--- src/rtl/mc_ctrl.sv ---
`default_nettype none
// ============================================================================
// Module      : mc_ctrl
// Description : Multi-cycle MIPS control unit. A Moore FSM sequences fetch,
//               decode, execute, memory and writeback, and drives the datapath
//               mux selects, write enables and the 5-bit ALU operation code.
//               The only combinational input-to-output path from Zero is
//               PCWrite while in BRANCH.
// Ports       : clk, rstn (async active-low)
//               Op/Funct/Rt       - fields of the (already latched) IR
//               Zero              - ALU result-is-zero flag
//               PCWrite, IorD, MemWrite, IRWrite, RegWrite  - strobes/selects
//               RegDst, WDSel, ALUSrcA, ALUSrcB, EXTOp, ALUOp, PCSource
//               illegal           - one-cycle pulse on an undecodable instr
//               state             - current FSM state (debug)
// Revision    : 1.0 - initial release
// ============================================================================
module mc_ctrl #(
    parameter int RA_IDX = 31
) (
    input  logic       clk,
    input  logic       rstn,
    input  logic [5:0] Op,
    input  logic [5:0] Funct,
    input  logic [4:0] Rt,
    input  logic       Zero,
    output logic       PCWrite,
    output logic       IorD,
    output logic       MemWrite,
    output logic       IRWrite,
    output logic       RegWrite,
    output logic [1:0] RegDst,
    output logic [1:0] WDSel,
    output logic [1:0] ALUSrcA,
    output logic [1:0] ALUSrcB,
    output logic       EXTOp,
    output logic [4:0] ALUOp,
    output logic [1:0] PCSource,
    output logic       illegal,
    output logic [3:0] state
);

    // ALU operation encoding shared with the ALU
    localparam logic [4:0] c_ALU_NOP  = 5'd0;
    localparam logic [4:0] c_ALU_ADD  = 5'd1;
    localparam logic [4:0] c_ALU_SUB  = 5'd2;
    localparam logic [4:0] c_ALU_AND  = 5'd3;
    localparam logic [4:0] c_ALU_OR   = 5'd4;
    localparam logic [4:0] c_ALU_XOR  = 5'd5;
    localparam logic [4:0] c_ALU_NOR  = 5'd6;
    localparam logic [4:0] c_ALU_SLT  = 5'd7;
    localparam logic [4:0] c_ALU_SLTU = 5'd8;
    localparam logic [4:0] c_ALU_SLL  = 5'd9;
    localparam logic [4:0] c_ALU_SRL  = 5'd10;
    localparam logic [4:0] c_ALU_SRA  = 5'd11;
    localparam logic [4:0] c_ALU_LUI  = 5'd12;
    localparam logic [4:0] c_ALU_BLEZ = 5'd13;
    localparam logic [4:0] c_ALU_BGTZ = 5'd14;
    localparam logic [4:0] c_ALU_BLTZ = 5'd15;
    localparam logic [4:0] c_ALU_BGEZ = 5'd16;

    // Opcodes
    localparam logic [5:0] c_OP_RTYPE  = 6'b000000;
    localparam logic [5:0] c_OP_REGIMM = 6'b000001;
    localparam logic [5:0] c_OP_J      = 6'b000010;
    localparam logic [5:0] c_OP_JAL    = 6'b000011;
    localparam logic [5:0] c_OP_BEQ    = 6'b000100;
    localparam logic [5:0] c_OP_BNE    = 6'b000101;
    localparam logic [5:0] c_OP_BLEZ   = 6'b000110;
    localparam logic [5:0] c_OP_BGTZ   = 6'b000111;
    localparam logic [5:0] c_OP_ADDI   = 6'b001000;
    localparam logic [5:0] c_OP_SLTI   = 6'b001010;
    localparam logic [5:0] c_OP_SLTIU  = 6'b001011;
    localparam logic [5:0] c_OP_ANDI   = 6'b001100;
    localparam logic [5:0] c_OP_ORI    = 6'b001101;
    localparam logic [5:0] c_OP_XORI   = 6'b001110;
    localparam logic [5:0] c_OP_LUI    = 6'b001111;
    localparam logic [5:0] c_OP_LW     = 6'b100011;
    localparam logic [5:0] c_OP_SW     = 6'b101011;

    // R-type function codes
    localparam logic [5:0] c_FN_SLL  = 6'b000000;
    localparam logic [5:0] c_FN_SRL  = 6'b000010;
    localparam logic [5:0] c_FN_SRA  = 6'b000011;
    localparam logic [5:0] c_FN_SLLV = 6'b000100;
    localparam logic [5:0] c_FN_SRLV = 6'b000110;
    localparam logic [5:0] c_FN_SRAV = 6'b000111;
    localparam logic [5:0] c_FN_JR   = 6'b001000;
    localparam logic [5:0] c_FN_ADD  = 6'b100000;
    localparam logic [5:0] c_FN_ADDU = 6'b100001;
    localparam logic [5:0] c_FN_SUB  = 6'b100010;
    localparam logic [5:0] c_FN_SUBU = 6'b100011;
    localparam logic [5:0] c_FN_AND  = 6'b100100;
    localparam logic [5:0] c_FN_OR   = 6'b100101;
    localparam logic [5:0] c_FN_XOR  = 6'b100110;
    localparam logic [5:0] c_FN_NOR  = 6'b100111;
    localparam logic [5:0] c_FN_SLT  = 6'b101010;
    localparam logic [5:0] c_FN_SLTU = 6'b101011;

    // The datapath applies RA_IDX when RegDst=10; the controller only
    // carries it so both sides are configured from one place.
    localparam logic [4:0] c_RA_IDX = 5'(RA_IDX);
    logic w_unused_ra;
    assign w_unused_ra = ^c_RA_IDX;

    typedef enum logic [3:0] {
        ST_RESET  = 4'd0,
        ST_FETCH  = 4'd1,
        ST_DECODE = 4'd2,
        ST_MEMADR = 4'd3,
        ST_MEMRD  = 4'd4,
        ST_MEMWB  = 4'd5,
        ST_MEMWR  = 4'd6,
        ST_EXE_R  = 4'd7,
        ST_EXE_I  = 4'd8,
        ST_ALUWB  = 4'd9,
        ST_BRANCH = 4'd10,
        ST_JUMP   = 4'd11,
        ST_JR     = 4'd12
    } state_t;

    state_t r_state;
    state_t w_next;

    always_ff @(posedge clk or negedge rstn) begin
        if (!rstn) begin
            r_state <= ST_RESET;
        end else begin
            r_state <= w_next;
        end
    end

    assign state = r_state;

    always_comb begin
        w_next   = ST_FETCH;
        PCWrite  = 1'b0;
        IorD     = 1'b0;
        MemWrite = 1'b0;
        IRWrite  = 1'b0;
        RegWrite = 1'b0;
        RegDst   = 2'b00;
        WDSel    = 2'b00;
        ALUSrcA  = 2'b00;
        ALUSrcB  = 2'b00;
        EXTOp    = 1'b0;
        ALUOp    = c_ALU_NOP;
        PCSource = 2'b00;
        illegal  = 1'b0;

        case (r_state)
            ST_RESET: begin
                w_next = ST_FETCH;
            end

            ST_FETCH: begin
                IRWrite = 1'b1;
                ALUSrcB = 2'b01;
                ALUOp   = c_ALU_ADD;
                PCWrite = 1'b1;
                w_next  = ST_DECODE;
            end

            // ALUOut <= PC+4 + (sext(imm)<<2): branch target ready for BRANCH
            ST_DECODE: begin
                ALUSrcB = 2'b11;
                EXTOp   = 1'b1;
                ALUOp   = c_ALU_ADD;
                case (Op)
                    c_OP_LW, c_OP_SW: w_next = ST_MEMADR;
                    c_OP_RTYPE:       w_next = (Funct == c_FN_JR) ? ST_JR : ST_EXE_R;
                    c_OP_ADDI, c_OP_ANDI, c_OP_ORI, c_OP_XORI,
                    c_OP_SLTI, c_OP_SLTIU, c_OP_LUI:
                                      w_next = ST_EXE_I;
                    c_OP_BEQ, c_OP_BNE, c_OP_BLEZ, c_OP_BGTZ:
                                      w_next = ST_BRANCH;
                    c_OP_REGIMM: begin
                        // Only rt=0 (bltz) and rt=1 (bgez) are implemented
                        if (Rt == 5'd0 || Rt == 5'd1) begin
                            w_next = ST_BRANCH;
                        end else begin
                            illegal = 1'b1;
                            w_next  = ST_FETCH;
                        end
                    end
                    c_OP_J, c_OP_JAL: w_next = ST_JUMP;
                    default: begin
                        illegal = 1'b1;
                        w_next  = ST_FETCH;
                    end
                endcase
            end

            ST_MEMADR: begin
                ALUSrcA = 2'b01;
                ALUSrcB = 2'b10;
                EXTOp   = 1'b1;
                ALUOp   = c_ALU_ADD;
                w_next  = (Op == c_OP_SW) ? ST_MEMWR : ST_MEMRD;
            end

            ST_MEMRD: begin
                IorD   = 1'b1;
                w_next = ST_MEMWB;
            end

            ST_MEMWB: begin
                RegWrite = 1'b1;
                WDSel    = 2'b01;
                w_next   = ST_FETCH;
            end

            ST_MEMWR: begin
                IorD     = 1'b1;
                MemWrite = 1'b1;
                w_next   = ST_FETCH;
            end

            ST_EXE_R: begin
                ALUSrcA = 2'b01;
                w_next  = ST_ALUWB;
                case (Funct)
                    c_FN_ADD, c_FN_ADDU: ALUOp = c_ALU_ADD;
                    c_FN_SUB, c_FN_SUBU: ALUOp = c_ALU_SUB;
                    c_FN_AND:  ALUOp = c_ALU_AND;
                    c_FN_OR:   ALUOp = c_ALU_OR;
                    c_FN_XOR:  ALUOp = c_ALU_XOR;
                    c_FN_NOR:  ALUOp = c_ALU_NOR;
                    c_FN_SLT:  ALUOp = c_ALU_SLT;
                    c_FN_SLTU: ALUOp = c_ALU_SLTU;
                    c_FN_SLLV: ALUOp = c_ALU_SLL;
                    c_FN_SRLV: ALUOp = c_ALU_SRL;
                    c_FN_SRAV: ALUOp = c_ALU_SRA;
                    // Constant shifts take the amount from IR[10:6] via the shamt path
                    c_FN_SLL: begin ALUSrcA = 2'b10; ALUOp = c_ALU_SLL; end
                    c_FN_SRL: begin ALUSrcA = 2'b10; ALUOp = c_ALU_SRL; end
                    c_FN_SRA: begin ALUSrcA = 2'b10; ALUOp = c_ALU_SRA; end
                    default: begin
                        ALUSrcA = 2'b00;
                        illegal = 1'b1;
                        w_next  = ST_FETCH;
                    end
                endcase
            end

            ST_EXE_I: begin
                ALUSrcA = 2'b01;
                ALUSrcB = 2'b10;
                w_next  = ST_ALUWB;
                case (Op)
                    c_OP_ADDI:  begin EXTOp = 1'b1; ALUOp = c_ALU_ADD;  end
                    c_OP_SLTI:  begin EXTOp = 1'b1; ALUOp = c_ALU_SLT;  end
                    c_OP_SLTIU: begin EXTOp = 1'b1; ALUOp = c_ALU_SLTU; end
                    c_OP_ANDI:  ALUOp = c_ALU_AND;
                    c_OP_ORI:   ALUOp = c_ALU_OR;
                    c_OP_XORI:  ALUOp = c_ALU_XOR;
                    c_OP_LUI:   ALUOp = c_ALU_LUI;
                    default:    ALUOp = c_ALU_NOP;
                endcase
            end

            ST_ALUWB: begin
                RegWrite = 1'b1;
                RegDst   = (Op == c_OP_RTYPE) ? 2'b01 : 2'b00;
                w_next   = ST_FETCH;
            end

            // The ALU yields zero when the tested condition holds, so every
            // branch except bne takes the PC load straight from Zero.
            ST_BRANCH: begin
                ALUSrcA  = 2'b01;
                PCSource = 2'b01;
                w_next   = ST_FETCH;
                case (Op)
                    c_OP_BEQ:  begin ALUOp = c_ALU_SUB;  PCWrite = Zero;  end
                    c_OP_BNE:  begin ALUOp = c_ALU_SUB;  PCWrite = !Zero; end
                    c_OP_BLEZ: begin ALUOp = c_ALU_BLEZ; PCWrite = Zero;  end
                    c_OP_BGTZ: begin ALUOp = c_ALU_BGTZ; PCWrite = Zero;  end
                    c_OP_REGIMM: begin
                        ALUOp   = Rt[0] ? c_ALU_BGEZ : c_ALU_BLTZ;
                        PCWrite = Zero;
                    end
                    default: PCWrite = 1'b0;
                endcase
            end

            // PC already holds PC+4 here, which is the jal link value
            ST_JUMP: begin
                PCSource = 2'b10;
                PCWrite  = 1'b1;
                if (Op == c_OP_JAL) begin
                    RegWrite = 1'b1;
                    RegDst   = 2'b10;
                    WDSel    = 2'b10;
                end
                w_next = ST_FETCH;
            end

            ST_JR: begin
                PCSource = 2'b11;
                PCWrite  = 1'b1;
                w_next   = ST_FETCH;
            end

            default: begin
                w_next = ST_FETCH;
            end
        endcase
    end

endmodule
`default_nettype wire

--- config.mk ---
export PLATFORM = sky130hd
export DESIGN_NAME = mc_ctrl
export DESIGN_NICKNAME = d
export VERILOG_FILES = /design/src/rtl/mc_ctrl.sv
export SDC_FILE = /design/constraint.sdc
export NUM_CORES = 1
export LEC_CHECK = 0
export CELL_PAD_IN_SITES_DETAIL_PLACEMENT = 1
export CELL_PAD_IN_SITES_GLOBAL_PLACEMENT = 1
export CORE_UTILIZATION = 23
export CTS_CLUSTER_DIAMETER = 60
export DETAILED_ROUTE_END_ITERATION = 10
export PLACE_DENSITY = 0.81
export RECOVER_POWER = 50
export SYNTH_ARGS = -nofsm -noshare
export SYNTH_HDL_FRONTEND = slang
export SYNTH_SLANG_ARGS = --single-unit
--- constraint.sdc ---
create_clock -name clk -period 1.55 [get_ports clk]
set_input_delay 0.155 -clock clk [delete_from_list [all_inputs] [get_ports clk]]
set_output_delay 0.155 -clock clk [all_outputs]
set_load 0.005 [all_outputs]
Wiring heat map:
The die is cut into 13 by 13 equal tiles; dark blue is low, red is high, scaled to the fullest tile. Values are wire area over tile area, all layers added.
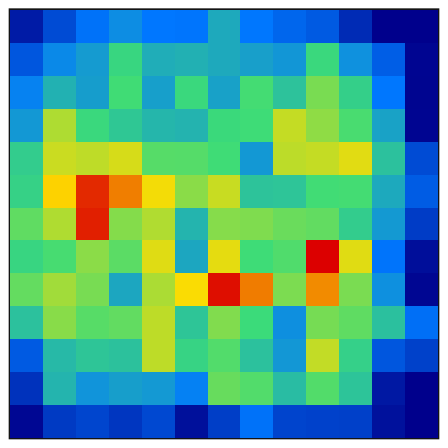
- mean over tiles: 0.30
- nearly empty tiles: 5.3%
- fullest tile: 0.71
- densest ninth of the die: middle left
- tiles over half the peak: 39%

Cell sizes after repair:
Bar = 20 um.
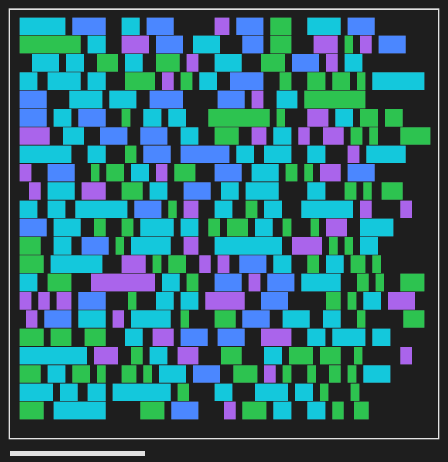
- cyan: drive 3 to 4 (cells 86)
- green: drive 1 or less (cells 89)
- purple: drive 2 (cells 44)
- blue: drive 6 and up (cells 36)

Met3 routing:
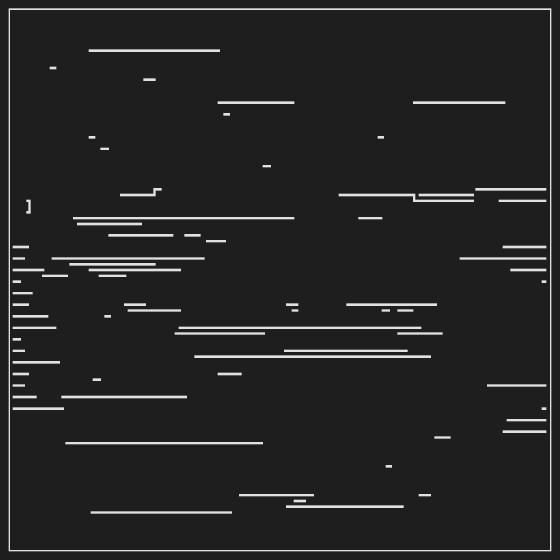
- share of all routed wire: 5.8%
- longest straight run: 28.3 um

Placed standard cells:
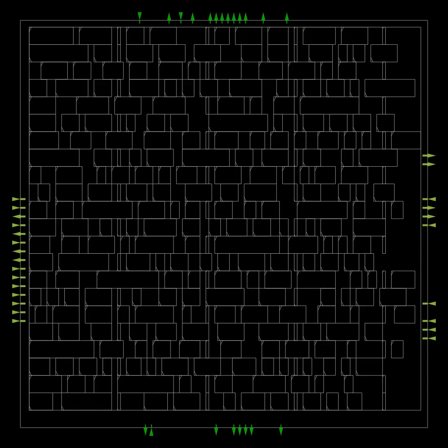
count of sequential standard cells: 4
number of well-tap cells placed: 48
sequential share of cell area: 0.0427
number of standard cells in the layout, taps in and fillers out: 303
row count: 22

## final cells by class
class                      count  area (um2)
fill                         399        1290
inverter                       8        35.0
timing repair buffer         121        1030
sequential                     4         101
tap                           48        60.1
clock buffer                   3        41.3
multi-input combinational    119        1110
## final timing paths
check / start / end
max: state[1] / ALUOp[4]
min: rstn / state[1]
max reg2reg: state[3] / state[3]
min reg2reg: state[2] / state[2]
max in group asynchronous: rstn / state[0]
min in group clk: Op[3] / state[1]
## kinds of logic (layout without fill, tap and decap cells)
family	count (synthesis)	count (layout)
AND-OR/OR-AND	44	44
AND/OR/NAND/NOR	72	72
XOR/XNOR	3	3
buffers and inverters	18	132
flip-flops	4	4
## what timing repair did
action / CTS / global route
endpoints found under the setup margin: 26 / 26
setup buffers: 24 / 11
hold buffers: 0 / 0
gates resized: 185 / 41
hold endpoints to repair: 0 / 0
pin swaps: 29 / 18
## per-layer routing
| metal | up-vias | global-route usage | wire length (um) |
|---|---|---|---|
| met2 | 94 | 0.624 | 4000 |
| li1 | 741 | - | - |
| met1 | 866 | 0.374 | 2750 |
| met3 | 32 | 0.0489 | 435 |
| met5 | - | 0 | 0 |
| met4 | 0 | 0.111 | 316 |
## power by group
| group | internal (mW) | total (mW) | switching (mW) |
|---|---|---|---|
| combinational | 1.11 | 2.17 | 1.06 |
| sequential | 0.145 | 0.203 | 0.0578 |
| clock | 0.167 | 0.235 | 0.0685 |
| total | 1.42 | 2.61 | 1.19 |
## metrics by stage
step	setup slack [ns]	util
2_1_floorplan	-0.0509	-
3_3_place_gp	-0.943	0.474
3_5_place_dp	-0.986	0.474
4_1_cts	-0.377	0.604
5_1_grt	-0.572	0.648
6_report	-0.533	0.648
==> results.txt <==
On the backend side, the flow ran end to end.

The clock skew after layout stands at 0.00778 ns. The flow ran to the end, but the final reports show violations. The last weighted congestion value of the routability-driven placer stands at 0.866. The detailed placer reported the number of placed instances as 269. The placed wire-length estimate after detailed placement stands at 3510 um. The worst setup slack for register-to-register paths stands at -0.11 ns. dfrtp_1 takes more of the synthesized area than any other cell.

The complex-gate fraction of the synthesized area stands at 0.352. Per the placement log, port buffering inserted 45 buffers. The floorplan die height stands at 63.6 um. The post-synth count of flops with an enable pin is 0.

Counting both buffers and inverters, the worst setup path holds a total of 5. The first global-routing pass estimated 10200 um of wire. Per the OpenROAD floorplan log, the width of the die is 63.6 um. The number of cells on the worst reg-to-reg path stands at 6. The net count of the mapped netlist stands at 161. Per the OpenROAD timing report, the critical path contains 8 cells.

The cell sequence reported for the critical path is buf_6 -> buf_6 -> nand2b_4 -> nor4_4 -> buf_4 -> buf_6 -> nor4b_4 -> buf_2. In the final report, the number of hold violations comes to 0. The layout summary lists the proportion of cells stronger than drive strength 1 as 0.651. Looking at the critical path, the highest net fanout was 5. The adder-cell share of the synthesized area stands at 0.

Leaving out fill and tap cells, the most frequent cells in the layout are buf_4 (49), buf_6 (31), buf_2 (20). After synthesis, the share of flip-flops with an asynchronous set or reset is 1.00. The power density of the placed cells stands at 1100 nW/um2. The number of cells in the yosys synthesis report stands at 141. The initial antenna violation count was 0. The largest single stage delay on the critical path is 0.42 ns. The wire length reported by the detailed router stands at 7500 um.

0 antenna diodes ended up in the layout. The maximum clock path buffer count stands at 2. Yosys reported a register bit count of 4.

The insertion delay at the late pin of the worst-skew pair stands at 0.23 ns. The root buffer cell chosen for the clock tree is clkbuf_8. Looking at the critical path, the single cell with the biggest stage delay is dfrtp_1. The chip occupies 4050 um2. The starting density of the core stands at 0.239. The final layout contains 277 nets. The clock tree has to reach 4 sinks. The level count of the clock H-tree stands at 1. Data arrives at the worst endpoint at 1.93 ns. The clock edge transition at the registers on the reported setup and hold paths stands at 0.04 ns. The number of setup violations in the final report stands at 22. The routed design shows a wire length per standard cell of 24.7 um. The count of distinct cell types in the synthesized netlist stands at 42. Of the total synthesized cell area, the portion taken by AND, OR, NAND and NOR gates is 0.423.

The post-synthesis instance area stands at 873 um2. Entering global routing, the biggest net connects 14 pins. The number of iterations in the first detailed-routing pass stands at 4. The tightest min-delay check is of the in2async type. Grouping stages by cell kind, the critical path spends the most delay in buffers and inverters. Per the slew report, the remaining headroom to the max-slew limit stands at 0.649.

The smallest clock period supported by the final layout is computed as 2.08 ns. By area, the combinational part of the netlist is dominated by simple AND/OR/NAND/NOR gates. According to the timing report, the data required time at the worst endpoint equals 1.39 ns. The final reports fail on setup timing. nor2_1 is the most common cell in the netlist.

The number of max-cap violations stands at 0. The DRC violation count after routing stands at 0. The area of the synthesized netlist per yosys stat stands at 873 um2. Per the synth stats, the flop cell with the highest instance count is dfrtp_1.

The smallest hold slack stands at 0.252 ns. The final timing report gives a worst setup slack of -0.533 ns. Counting instances in the post-synthesis netlist gives the leading cell types as nor2_1 (20), nand2_1 (15), a21oi_1 (12). The instance area at placement stands at 1740 um2.

Per the post-route antenna check, the number of violating nets is 0.
Power is estimated from default activity; no workload was simulated.
